**src/rtl/serial_parity_pkg.sv**
```systemverilog
// ============================================================================
// Module   : serial_parity_pkg
// Purpose  : Shared types and the parity helper for the serial parity
//            transmitter. Build option: SERIAL_PARITY_ODD_EN selects odd parity.
// Revision : 1.0 - initial release
// ============================================================================
`default_nettype none

package serial_parity_pkg;

    localparam int DATA_W_DEFAULT = 8;
    localparam int c_PAR_MAX_W    = 64;

    typedef enum logic [1:0] {
        IDLE     = 2'd0,
        DADOS    = 2'd1,
        PARIDADE = 2'd2
    } state_t;

    // Callers zero-extend their word; the padding zeros leave the XOR unchanged.
    function automatic logic parity_bit(input logic [c_PAR_MAX_W-1:0] word);
`ifdef SERIAL_PARITY_ODD_EN
        return ~^word;
`else
        return ^word;
`endif
    endfunction

endpackage

`default_nettype wire

```
**src/rtl/serial_parity_tx.sv**
```systemverilog
// ============================================================================
// Module   : serial_parity_tx
// Purpose  : Valid/ready parallel word in, LSB-first serial frame out followed
//            by one parity bit. Build option: SERIAL_PARITY_ODD_EN (odd parity).
// Revision : 1.0 - initial release
// ============================================================================
`default_nettype none

module serial_parity_tx
    import serial_parity_pkg::*;
#(
    parameter int DATA_W = DATA_W_DEFAULT
) (
    input  logic              clk,
    input  logic              reset,
    input  logic [DATA_W-1:0] dado_in,
    input  logic              valid_in,
    output logic              ready_out,
    output logic              Saida_serial,
    output logic              busy,
    output logic              frame_done
);

    localparam int               CNT_W      = $clog2(DATA_W);
    localparam logic [CNT_W-1:0] c_CNT_LAST = CNT_W'(DATA_W - 1);

    state_t              r_state;
    logic [DATA_W-2:0]   r_shift;
    logic [CNT_W-1:0]    r_cnt;
    logic                r_parity;
    logic                r_serial;
    logic                w_accept;

    // Bit 0 goes straight to the line on accept, so the shifter only holds bits 1..N-1.
    assign ready_out    = (r_state != DADOS);
    assign w_accept     = valid_in & ready_out;
    assign Saida_serial = r_serial;
    assign busy         = (r_state != IDLE);
    assign frame_done   = (r_state == PARIDADE);

    always_ff @(posedge clk or negedge reset) begin
        if (!reset) begin
            r_state  <= IDLE;
            r_shift  <= '0;
            r_cnt    <= '0;
            r_parity <= 1'b0;
            r_serial <= 1'b0;
        end else begin
            case (r_state)
                DADOS: begin
                    if (r_cnt == c_CNT_LAST) begin
                        r_serial <= r_parity;
                        r_state  <= PARIDADE;
                    end else begin
                        r_serial <= r_shift[0];
                        r_shift  <= r_shift >> 1;
                        r_cnt    <= r_cnt + CNT_W'(1);
                    end
                end
                default: begin
                    if (w_accept) begin
                        r_shift  <= dado_in[DATA_W-1:1];
                        r_parity <= parity_bit(c_PAR_MAX_W'(dado_in));
                        r_cnt    <= '0;
                        r_serial <= dado_in[0];
                        r_state  <= DADOS;
                    end else begin
                        r_serial <= 1'b0;
                        r_state  <= IDLE;
                    end
                end
            endcase
        end
    end

endmodule

`default_nettype wire

```
**config.mk**
```make
export PLATFORM = sky130hd
export DESIGN_NAME = serial_parity_tx
export DESIGN_NICKNAME = d
export VERILOG_FILES = /design/src/rtl/serial_parity_pkg.sv /design/src/rtl/serial_parity_tx.sv
export SDC_FILE = /design/constraint.sdc
export NUM_CORES = 1
export LEC_CHECK = 0
export ABC_AREA = 1
export CAP_MARGIN = 20
export CORE_ASPECT_RATIO = 1.2
export CORE_MARGIN = 2
export CORE_UTILIZATION = 35
export CTS_CLUSTER_DIAMETER = 40
export DETAILED_ROUTE_END_ITERATION = 8
export PLACE_DENSITY_LB_ADDON = 0.1
export SLEW_MARGIN = 10
export SYNTH_ARGS = -nofsm -noshare
export SYNTH_HDL_FRONTEND = slang
export SYNTH_SLANG_ARGS = --single-unit
```
**constraint.sdc**
```tcl
create_clock -name clk -period 3.48 [get_ports clk]
set_input_delay 0.696 -clock clk [delete_from_list [all_inputs] [get_ports clk]]
set_output_delay 0.696 -clock clk [all_outputs]
set_load 0.01 [all_outputs]
```
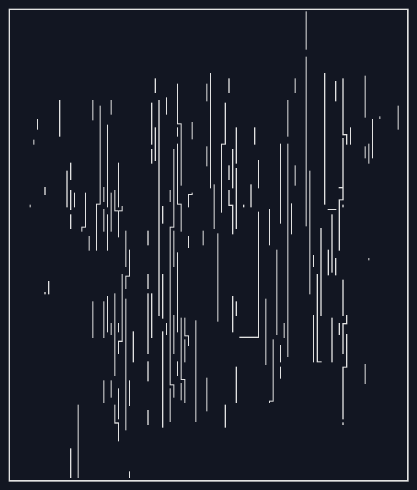
Fig. 1. Signal wires on met2 (run 1).
Scale: 8 px per um.
- longest straight run: 26.9 um
- main direction: vertical
detailed-route via count: 731
met2 usage: 21.1%
wire length after detailed routing: 1570 um

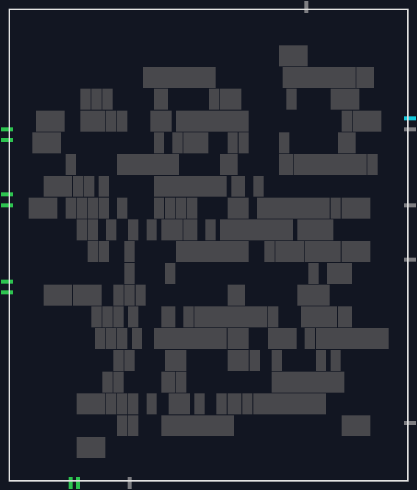
Fig. 2. I/O pins on the die edge (run 1).
Scale: 8 px per um. Pins as bars across the die edge, other pins in grey.
- `frame_done`: cyan (pins 1; direction output; edge right)
- `dado_in`: green (pins 8; direction input; edge 6 left, 2 bottom)
die boundary width: 49.6 um
# port buffers: 14
Die Y: 58.8 um

==> impl_table.tex, run 1 <==
% Auto-generated results table
\begin{tabular}{lr}
\hline
Metric & Value \\
\hline
\multicolumn{2}{l}{\textbf{Final timing}} \\
Max-slew headroom at the worst pin & 58.1\% \\
Total negative slack & 0 ns \\
Number of failing setup endpoints in the final timing report & 0 \\
Setup skew after layout & about 0.004 ns \\
Fin worst setup slack & approximately 1.3 ns \\
\multicolumn{2}{l}{\textbf{Clocking}} \\
Number of clock sinks & 14 \\
Gates resized, CTS repair & 0 \\
Number of CTS-inserted buffers & 3 \\
Hold Buf Count CTS & 0 \\
Root cell of the clock tree & clkbuf\_4 \\
\multicolumn{2}{l}{\textbf{Floorplan}} \\
Overall die area & 2920 um\^{}2 \\
Starting utilization of the core area & 37.5\% \\
Core box area & around 2300 um\^{}2 \\
Placement Rows & 19 \\
\multicolumn{2}{l}{\textbf{Global routing}} \\
GRT overflow & 0 \\
All-layer global routing usage & 12.9\% \\
Number of global-route vias before repair & 665 \\
\multicolumn{2}{l}{\textbf{Synth}} \\
Post-synthesis chip area from yosys & between 800 and 900 um\^{}2 \\
Nets at Floorplan & 131 \\
Unique cell type count in the Yosys netlist & 20 \\
\multicolumn{2}{l}{\textbf{Power and ir drop}} \\
Net Sw Frac & 39.8\% \\
Comb power frac & 51.0\% \\
Seq pwr share & 36.7\% \\
Leakage power & 0.583 nW \\
\multicolumn{2}{l}{\textbf{Layout}} \\
Number of cells in the finished layout apart from fillers & 163 \\
Share of cells above drive strength 1 & under 10\% \\
Area growth from synthesis to layout & 19.9\% \\
Fill cells & approximately 270 \\
\multicolumn{2}{l}{\textbf{Detailed routing}} \\
Routed wire per std cell & 9.66 um \\
\multicolumn{2}{l}{\textbf{Run status}} \\
Status & completed \\
\multicolumn{2}{l}{\textbf{Critical path}} \\
Arrival time of the worst setup path & 1.44 ns \\
\multicolumn{2}{l}{\textbf{Place}} \\
Detailed placement HPWL & $\sim$1200 um \\
\hline
\end{tabular}
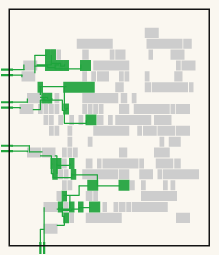
Fig. 3. I/O nets highlighted (run 1).
Scale: 4 px per um.
- `dado_in`: green (bits 8; direction input; edge 6 left, 2 bottom; end cells 25; wire 182 um)
Boundary Pins: 15

[run 1: cell usage after synthesis, drive strengths merged]
library cell	instances	share of area [%]
nand2	51	23
inv	21	9.0
dfrtp	14	40
o21ai	8	5.0
o211ai	6	6.7
nor2	4	1.7
ha	3	4.3
buf	2	3.1
nand3	2	2.3
o22ai	2	1.4
or2	2	1.7
a21oi	1	0.57
xnor2	1	1.0
[run 1: final timing paths]
kind | from | endpoint | slack, ns | cells after the start
max | r_state[0]$_DFFE_PN0P_ | busy | 1.35 | 2
min | r_parity$_DFFE_PN0P_ | r_parity$_DFFE_PN0P_ | 0.49 | 2
max reg2reg | r_cnt[0]$_DFFE_PN0P_ | r_cnt[0]$_DFFE_PN0P_ | 1.89 | 7
min reg2reg | r_parity$_DFFE_PN0P_ | r_parity$_DFFE_PN0P_ | 0.49 | 2
max in group asynchronous | reset | r_shift[2]$_DFFE_PN0P_ | 2.27 | 1
min in group asynchronous | reset | Saida_serial$_DFF_PN0_ | 0.81 | 1
[run 1: cells in the final DEF, fill, tap and decap left out]
| cell | count |
|---|---|
| nand2_1 | 49 |
| inv_1 | 21 |
| dfrtp_1 | 14 |
| clkdlybuf4s50_1 | 14 |
| o211ai_1 | 5 |
| o21ai_1 | 5 |
| nor2_1 | 4 |
| ha_1 | 3 |
| clkbuf_4 | 3 |
| o22ai_1 | 2 |
| nand3_2 | 2 |
| o21ai_0 | 2 |
| nand2_2 | 1 |
| a21oi_1 | 1 |
| or2_2 | 1 |
| or2_4 | 1 |
| nand2_4 | 1 |
| o211ai_4 | 1 |
| o21ai_2 | 1 |
| xnor2_1 | 1 |
[run 1: logic make-up after synthesis]
kind of cell,share of synthesized area [%]
simple gates,28.8
buf+inv,12.2
compound gates,13.7
flops,40.1
fa+ha+maj,4.29
xor+xnor,1.00
[run 1: sequential cells by signal (all words and copies together), names as in the netlist]
name,cells
Saida_serial,1
r_cnt,3
r_parity,1
r_shift,7
r_state,2
[run 1: per-layer routing]
layer	GRT usage (%)	vias up	routed length, um
li1	-	391	-
met1	15.3	325	717
met2	21.1	13	766
met3	2.28	2	57
met4	9.52	0	33
met5	0	-	0
[run 1: area by class of cell]
cell class / count / area (um^2) / area share [%]
clock buffers: 3 / 22.5 / 2.15
inverters: 21 / 78.8 / 7.52
flip-flops and latches: 14 / 350 / 33.4
multi-input cells: 80 / 418 / 39.9
repair buffers: 14 / 140 / 13.4
well taps: 31 / 38.8 / 3.70
[run 1: power by group through the flow]
stage | clock network [mW] | registers, mW | logic [mW]
after floorplan | 0 | 0.263 | 0.310
after global placement | 0 | 0.265 | 0.373
after detailed placement | 0 | 0.268 | 0.373
after CTS | 0.0939 | 0.265 | 0.376
after global routing | 0.101 | 0.273 | 0.433
final | 0.0886 | 0.265 | 0.368
[run 1: worst max-delay path: stages, from the launching register on]
cell and delay, ns:
dfrtp_1 0.41, or2_2 0.28, clkdlybuf4s50_1 0.48
[run 1: through the flow]
step                util (%)  cell area [um^2]  hold WS, ns
finish                  45.0              1050        0.490
global route            45.0              1050        0.545
CTS                     45.0              1050        0.491
detailed placement      44.0              1030        0.469
global placement        44.0              1030        0.476
floorplan                  -               875        0.400
==> run 2, diff against run 1 <==
==> constraint.sdc (replaced) <==
create_clock -name clk -period 1.9 [get_ports clk]
set_input_delay 0.38 -clock clk [delete_from_list [all_inputs] [get_ports clk]]
set_output_delay 0.38 -clock clk [all_outputs]
set_load 0.01 [all_outputs]
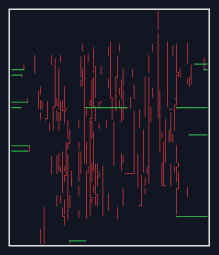
Fig. 4. Wiring by layer (run 2).
Scale: 4 px per um. Only two layers are drawn.
- M2: red (wire length 767 um)
- M3: green (wire length 57.3 um)

==> impl_table.tex, run 2 <==
% Auto-generated results table
\begin{tabular}{lr}
\hline
Metric & Value \\
\hline
\multicolumn{2}{l}{\textbf{Floorplan}} \\
Core box area & 2330 um\^{}2 (unchanged) \\
Die Y & 58.8 um (unchanged) \\
Starting utilization of the core area & 37.5\% (unchanged) \\
Overall die area & 2920 um\^{}2 (unchanged) \\
Boundary Pins & 15 (unchanged) \\
Die boundary width & 49.6 um (unchanged) \\
\multicolumn{2}{l}{\textbf{Layout}} \\
Number of flip-flops under the largest register name & 7 (unchanged) \\
Post-Layout Inst Area & 1050 um\^{}2 (unchanged) \\
Registers with the most flip-flops & r\_shift: 7 flops, r\_cnt: 3 flops, r\_state: 2 flops \\
Register with the most flip-flops & r\_shift \\
Number of cells in the finished layout apart from fillers & 163 (unchanged) \\
Share of cells above drive strength 1 & 8.33\% (unchanged) \\
Highest-count cells in the layout ignoring fill and taps & 49 x nand2\_1, 21 x inv\_1, 14 x dfrtp\_1, 14 x clkdlybuf4s50\_1 \\
\multicolumn{2}{l}{\textbf{Power and ir drop}} \\
Leakage power & 0.583 nW (unchanged) \\
Seq pwr share & 36.7\% (about the same) \\
\multicolumn{2}{l}{\textbf{Synth}} \\
Post-synthesis chip area from yosys & 875 um\^{}2 (unchanged) \\
Adder-cell share of the synthesized area & 4.29\% (unchanged) \\
Number of flops mapped to enable cells by yosys & 0 (unchanged) \\
Share of async-settable or async-resettable flops after synthesis & 100\% (unchanged) \\
Unique cell type count in the Yosys netlist & 20 (unchanged) \\
Area share of the largest cell type after synthesis & 40.1\% (unchanged) \\
Area leader, netlist & dfrtp\_1 \\
Dominant register cell in the synthesized netlist & dfrtp\_1 \\
Nets at Floorplan & 131 (unchanged) \\
Yosys aoi share & 13.7\% (unchanged) \\
\multicolumn{2}{l}{\textbf{Clocking}} \\
Root cell of the clock tree & clkbuf\_4 \\
Hold Buf Count CTS & 0 (unchanged) \\
Number of CTS-inserted buffers & 3 (unchanged) \\
Number of clock sinks & 14 (unchanged) \\
\multicolumn{2}{l}{\textbf{Run status}} \\
Status & completed \\
\multicolumn{2}{l}{\textbf{Detailed routing}} \\
Routed wire per std cell & 9.66 um (unchanged) \\
Met3 wire len & 57 um (unchanged) \\
Detailed-route via count & 731 (unchanged) \\
\multicolumn{2}{l}{\textbf{Final timing}} \\
Final worst hold slack & 0.490 ns (unchanged) \\
\multicolumn{2}{l}{\textbf{Critical path}} \\
Arrival time of the worst setup path & 1.44 ns (about the same) \\
\hline
\end{tabular}
-- run 2: cell counts in the layout (fill, tap and decap cells not counted) --
Identical to the previous run, type by type.
-- run 2: power by group through the flow --
stage / combinational [mW] / clock (mW) / sequential (mW)
global route: 0.794 / 0.185 / 0.500
global placement: 0.682 / 0 / 0.485
finish: 0.674 / 0.162 / 0.485
CTS: 0.688 / 0.172 / 0.485
detailed placement: 0.683 / 0 / 0.490
floorplan: 0.568 / 0 / 0.481
-- run 2: cell type report --
class                           count  area, um^2
Clock buffer                        3        22.5
Multi-Input combinational cell     80         418
Timing Repair Buffer               14         140
Tap cell                           31        38.8
Sequential cell                    14         350
Fill cell                         265        1280
Inverter                           21        78.8
-- run 2: critical path, stage by stage (launching register included) --
cell and delay, ns:
dfrtp_1 0.41, or2_2 0.28, clkdlybuf4s50_1 0.48
-- run 2: worst paths after layout --
path | start | to | slack [ns] | cells after the start
min in group clk | r_parity$_DFFE_PN0P_ | r_parity$_DFFE_PN0P_ | 0.49 | 2
hold reg to reg | r_parity$_DFFE_PN0P_ | r_parity$_DFFE_PN0P_ | 0.49 | 2
max in group asynchronous | reset | r_shift[2]$_DFFE_PN0P_ | 1.00 | 1
hold / removal | reset | Saida_serial$_DFF_PN0_ | 0.49 | 1
setup / recovery | r_state[0]$_DFFE_PN0P_ | busy | 0.08 | 2
setup reg to reg | r_cnt[0]$_DFFE_PN0P_ | r_cnt[0]$_DFFE_PN0P_ | 0.31 | 7
-- run 2: cell families (layout without fill, tap and decap cells) --
logic type / after synthesis / in the layout
adders and majority gates: 3 / 3
buffers and inverters: 23 / 38
AOI/OAI and AO/OA: 17 / 17
DFF: 14 / 14
and+or+nand+nor: 59 / 59
xor gates and xnor gates: 1 / 1
-- run 2: per-stage QoR --
step / worst slack, ns / utilization (%)
3_5_place_dp: 0.262 / 44.0
6_report: 0.0820 / 45.0
4_1_cts: 0.0655 / 45.0
3_3_place_gp: 0.252 / 44.0
5_1_grt: 0.0223 / 45.0
2_1_floorplan: 0.498 / -
-- run 2: per-layer routing --
layer | vias to the layer above | global-route usage, %
met2 | 13 | 21.1
met5 | - | 0
met3 | 2 | 2.28
met4 | 0 | 9.52
li1 | 391 | -
met1 | 325 | 15.3
Fig. 5: run 2, I/O nets highlighted
Scale: 4 px per um.
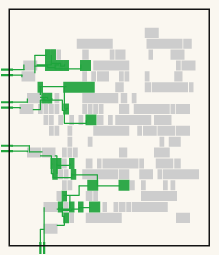

==> run 3, diff against run 2 <==
--- a/config.mk
+++ b/config.mk
@@ -12,7 +12,7 @@
 export CORE_UTILIZATION = 35
 export CTS_CLUSTER_DIAMETER = 40
 export DETAILED_ROUTE_END_ITERATION = 8
-export PLACE_DENSITY_LB_ADDON = 0.1
+export PLACE_DENSITY = 0.66
 export SLEW_MARGIN = 10
 export SYNTH_ARGS = -nofsm -noshare
 export SYNTH_HDL_FRONTEND = slang
==> constraint.sdc (replaced) <==
create_clock -name clk -period 1.95 [get_ports clk]
set_input_delay 0.39 -clock clk [delete_from_list [all_inputs] [get_ports clk]]
set_output_delay 0.39 -clock clk [all_outputs]
set_load 0.01 [all_outputs]
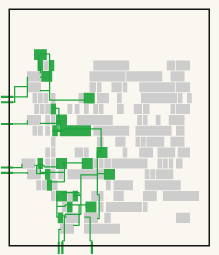
Fig. 6. I/O nets highlighted (run 3).
Scale: 4 px per um.
- `dado_in`: green (bits 8; direction input; edge 5 left, 3 bottom; end cells 25; wire 221 um)

==> impl_table.tex, run 3 <==
% Auto-generated results table
\begin{tabular}{lr}
\hline
Metric & Value \\
\hline
\multicolumn{2}{l}{\textbf{Synth}} \\
Nets at Floorplan & 131 (unchanged) \\
Dominant register cell in the synthesized netlist & dfrtp\_1 \\
Unique cell type count in the Yosys netlist & 20 (unchanged) \\
Number of flops mapped to enable cells by yosys & 0 (unchanged) \\
\multicolumn{2}{l}{\textbf{Floorplan}} \\
Boundary Pins & 15 (unchanged) \\
Overall die area & 2920 um\^{}2 (unchanged) \\
Die Y & 58.8 um (unchanged) \\
Die boundary width & 49.6 um (unchanged) \\
Core box area & 2330 um\^{}2 (unchanged) \\
\multicolumn{2}{l}{\textbf{Final timing}} \\
Fin worst setup slack & 0.120 ns (+0.0380 ns) \\
\multicolumn{2}{l}{\textbf{Clocking}} \\
Root cell of the clock tree & clkbuf\_4 \\
\multicolumn{2}{l}{\textbf{Layout}} \\
Register with the most flip-flops & r\_shift \\
Fill cells & 260 (-1.9\%) \\
Number of flip-flops under the largest register name & 7 (unchanged) \\
Highest-count cells in the layout ignoring fill and taps & 49 x nand2\_1, 21 x inv\_1, 14 x dfrtp\_1, 14 x clkdlybuf4s50\_1 \\
Share of the core filled with cells & 45.6\% (+0.59 points) \\
Share of cells above drive strength 1 & 9.02\% (+0.69 points) \\
Post-Layout Inst Area & 1060 um\^{}2 (+1.3\%) \\
\multicolumn{2}{l}{\textbf{Critical path}} \\
Register-to-register path setup slack & 0.35 ns (+0.04 ns) \\
\multicolumn{2}{l}{\textbf{Run status}} \\
Status & completed \\
\hline
\end{tabular}
-- run 3: cell counts after synthesis --
Identical to the previous run, type by type.
-- run 3: power breakdown --
part	switching (mW)	internal [mW]
clock network	0.0941	0.114
registers	0.0522	0.419
logic	0.386	0.285
total	0.532	0.817
-- run 3: logic make-up after synthesis --
logic type                 Yosys count  synth area share, %
AOI/OAI and AO/OA                   17                 13.7
xor gates and xnor gates             1                 1.00
DFF                                 14                 40.1
and+or+nand+nor                     59                 28.8
buffers and inverters               23                 12.2
adders and majority gates            3                 4.29
-- run 3: path summary, 6_finish.rpt --
path | startpoint | to | cells past startpoint
min reg2reg | r_parity$_DFFE_PN0P_ | r_parity$_DFFE_PN0P_ | 2
max in group asynchronous | reset | Saida_serial$_DFF_PN0_ | 1
min in group clk | r_parity$_DFFE_PN0P_ | r_parity$_DFFE_PN0P_ | 2
min | reset | r_cnt[1]$_DFFE_PN0P_ | 1
max reg2reg | r_cnt[0]$_DFFE_PN0P_ | r_cnt[0]$_DFFE_PN0P_ | 7
max | r_state[0]$_DFFE_PN0P_ | busy | 2
-- run 3: metal layers --
metal  GRT usage, %  up-vias  part of all wire, %
li1               -      395                    -
met1           15.5      353                   46
met2           20.6       15                   50
met3          0.761        4                  2.3
met4           8.33        0                  2.0
met5              0        -                    0
-- run 3: worst max-delay path, stage by stage (launching register included) --
cell and delay, ns:
dfrtp_1 0.41, or2_2 0.28, clkdlybuf4s50_1 0.48
-- run 3: cell type report --
cell class / count / area, um^2 / share of cell area (%)
multi-input combinational: 80 / 418 / 39.3
tap: 31 / 38.8 / 3.65
clock buffer: 4 / 36.3 / 3.42
sequential: 14 / 350 / 33.0
inverter: 21 / 78.8 / 7.42
timing repair buffer: 14 / 140 / 13.2
-- run 3: per-stage QoR --
step | power (mW) | std cells
after floorplan | 1.02 | 117
after global placement | 1.13 | 160
after detailed placement | 1.15 | 160
after CTS | 1.36 | 164
after global routing | 1.48 | 164
final | 1.35 | 164
No activity file was given, so power comes from the tool's default toggle rates.
